Figure 1. Cells by drive strength.
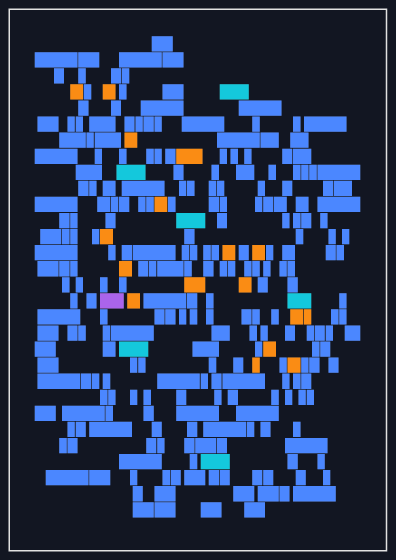
Figure 2. Clock network drawn from the DEF.
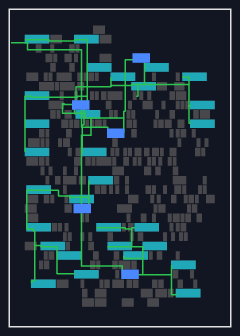
<file path="src/rtl/gate_vector_sequencer.sv">
// Steps a 2-input gate through vectors 00..11 with a programmable dwell and captures its truth table.
// Optional GATE_SELFCHECK_EN adds an expected-table input and a registered mismatch flag.
module gate_vector_sequencer #(
  parameter int unsigned DWELL_W = 8
) (
  input  logic               clk,
  input  logic               rst,
  input  logic               start,
  input  logic [DWELL_W-1:0] dwell,
  input  logic               loop,
  input  logic               y,
  output logic               a,
  output logic               b,
  output logic               busy,
  output logic               done,
  output logic [3:0]         truth,
`ifdef GATE_SELFCHECK_EN
  output logic               valid,
  input  logic [3:0]         expected,
  output logic               mismatch
`else
  output logic               valid
`endif
);

  typedef enum logic [1:0] {
    StIdle,
    StRun,
    StDone
  } state_e;

  localparam logic [DWELL_W-1:0] CntOne = DWELL_W'(1);

  state_e             state_q, state_d;
  logic [1:0]         idx_q, idx_d;
  logic [DWELL_W-1:0] cnt_q, cnt_d;
  logic [DWELL_W-1:0] dwell_q, dwell_d;
  logic               a_q, a_d;
  logic               b_q, b_d;
  logic               busy_q, busy_d;
  logic               done_q, done_d;
  logic [3:0]         truth_q, truth_d;
  logic               valid_q, valid_d;
  logic [DWELL_W-1:0] cnt_last;
  logic [1:0]         idx_inc;
`ifdef GATE_SELFCHECK_EN
  logic               mismatch_q, mismatch_d;
`endif

  // A latched dwell of zero behaves as one cycle per vector.
  assign cnt_last = (dwell_q == '0) ? '0 : (dwell_q - CntOne);
  assign idx_inc  = idx_q + 2'd1;

  always_comb begin
    state_d    = state_q;
    idx_d      = idx_q;
    cnt_d      = cnt_q;
    dwell_d    = dwell_q;
    a_d        = a_q;
    b_d        = b_q;
    busy_d     = busy_q;
    done_d     = 1'b0;
    truth_d    = truth_q;
    valid_d    = valid_q;
`ifdef GATE_SELFCHECK_EN
    mismatch_d = mismatch_q;
`endif

    unique case (state_q)
      StIdle: begin
        a_d = 1'b0;
        b_d = 1'b0;
        if (start) begin
          state_d = StRun;
          dwell_d = dwell;
          valid_d = 1'b0;
          truth_d = 4'b0000;
          idx_d   = 2'd0;
          cnt_d   = '0;
          busy_d  = 1'b1;
        end
      end

      StRun: begin
        if (cnt_q == cnt_last) begin
          truth_d[idx_q] = y;
          cnt_d          = '0;
          if (idx_q == 2'd3) begin
            state_d = StDone;
            done_d  = 1'b1;
            valid_d = 1'b1;
`ifdef GATE_SELFCHECK_EN
            // Compare against the table including the sample taken this cycle.
            mismatch_d = ({y, truth_q[2:0]} != expected);
`endif
          end else begin
            idx_d = idx_inc;
            a_d   = idx_inc[1];
            b_d   = idx_inc[0];
          end
        end else begin
          cnt_d = cnt_q + CntOne;
        end
      end

      StDone: begin
        if (loop) begin
          // Restart without clearing truth; each bit is overwritten as it is recaptured.
          state_d = StRun;
          dwell_d = dwell;
          idx_d   = 2'd0;
          cnt_d   = '0;
          a_d     = 1'b0;
          b_d     = 1'b0;
        end else begin
          state_d = StIdle;
          busy_d  = 1'b0;
          a_d     = 1'b0;
          b_d     = 1'b0;
        end
      end

      default: begin
        state_d = StIdle;
        busy_d  = 1'b0;
        a_d     = 1'b0;
        b_d     = 1'b0;
      end
    endcase
  end

  always_ff @(posedge clk) begin
    if (rst) begin
      state_q    <= StIdle;
      idx_q      <= 2'd0;
      cnt_q      <= '0;
      dwell_q    <= '0;
      a_q        <= 1'b0;
      b_q        <= 1'b0;
      busy_q     <= 1'b0;
      done_q     <= 1'b0;
      truth_q    <= 4'b0000;
      valid_q    <= 1'b0;
`ifdef GATE_SELFCHECK_EN
      mismatch_q <= 1'b0;
`endif
    end else begin
      state_q    <= state_d;
      idx_q      <= idx_d;
      cnt_q      <= cnt_d;
      dwell_q    <= dwell_d;
      a_q        <= a_d;
      b_q        <= b_d;
      busy_q     <= busy_d;
      done_q     <= done_d;
      truth_q    <= truth_d;
      valid_q    <= valid_d;
`ifdef GATE_SELFCHECK_EN
      mismatch_q <= mismatch_d;
`endif
    end
  end

  assign a     = a_q;
  assign b     = b_q;
  assign busy  = busy_q;
  assign done  = done_q;
  assign truth = truth_q;
  assign valid = valid_q;
`ifdef GATE_SELFCHECK_EN
  assign mismatch = mismatch_q;
`endif

endmodule

</file>
<file path="config.mk">
export PLATFORM = sky130hd
export DESIGN_NAME = gate_vector_sequencer
export DESIGN_NICKNAME = d
export VERILOG_FILES = /design/src/rtl/gate_vector_sequencer.sv
export SDC_FILE = /design/constraint.sdc
export NUM_CORES = 1
export LEC_CHECK = 0
export ABC_AREA = 1
export CAP_MARGIN = 20
export CORE_ASPECT_RATIO = 1.5
export CORE_MARGIN = 4
export CORE_UTILIZATION = 35
export DETAILED_ROUTE_END_ITERATION = 10
export GPL_TIMING_DRIVEN = 0
export PLACE_DENSITY = 0.53
export SYNTH_ARGS = -nofsm -noshare
export SYNTH_HDL_FRONTEND = slang
export SYNTH_SLANG_ARGS = --single-unit
</file>
<file path="constraint.sdc">
create_clock -name clk -period 3.87 [get_ports clk]
set_input_delay 0.387 -clock clk [delete_from_list [all_inputs] [get_ports clk]]
set_output_delay 0.387 -clock clk [all_outputs]
set_load 0.01 [all_outputs]
</file>
==> results_slide.txt <==
Synthesis and Place & Route Summary

Floorplanning
  • Die W: 63.6 um
  • Vert. Die Dim: 91.4 um
  • Tap cells: 48
  • FP Core Util: 0.360

Synthesis
  • Chip Area, Yosys: 0.00162 mm^2
  • Top cell area share: 0.358
  • Yosys xor share: 0.0324
  • Ys cells: 242
  • AO/OA Area Share: 0.109
  • Synth Seq Share: 0.358
  • Syn Inst Count: 242
  • Number of enable flip-flop cells: 0
  • Cell with the most instances after synthesis: nand2_1
  • Yosys Warn Count: 0
  • Biggest area cells: dfxtp_1, nand2_1, nand3_1

Worst hold path
  • Hold Path End: b

Placed design
  • Place WS: 1530 ps
  • GPL Wtd Cong: 0.809

Layout
  • Final clock-cell share: 0.0406
  • Logic cell area: 903 um^2
  • Layout cell share with drive strength beyond 1: 0.0886
  • Final net count: 289
  • Area growth, synth to finish: 21.6%

Outcome
  • Status: finished clean

Worst setup path
  • Worst path depth: 16
  • Worst r2r src: dwell_q[0]
  • CP dominant cell by count: nand2_1
  • R2R cell count: 16
  • Setup slack, reg-to-reg: 1760 ps

Clock tree
  • Htree depth: 2
  • # clock sinks: 29

Pwr
  • Maximum vdd ir drop: 167 uV
  • P_comb: 0.201 mW
  • Gate power share: 0.262
  • Top pwr grp: sequential cells
  • Switching Share: 0.325

GRT
  • First-pass GRT wire length: 6750 um
  • Met1 Usage GRT: 0.157

Flow run
  • Tally of OpenROAD warnings: 29

Detailed routing
  • Max Used Layer: met4
  • DRC Markers: 0
  • Via density: 4.83

Final timing
  • Worst-Margin Slew: 467 ps
  • RSZ-0062 raised after global routing: no
  • Rel. slew slack: 0.688
Notes on Figure 1 above:
colour	size	cells	share
purple	_3 and _4 cells	1	0.37%
cyan	_6 and larger	6	2.2%
blue	_0 and _1 cells	247	91%
orange	_2 cells	17	6.3%

Notes on Figure 2 above:
[green] clock wires | length: 465 um
[cyan] flip-flops | count: 29
[blue] clock drivers | count: 5
flops lie	widely spread

Power and IR drop assume default switching activity.
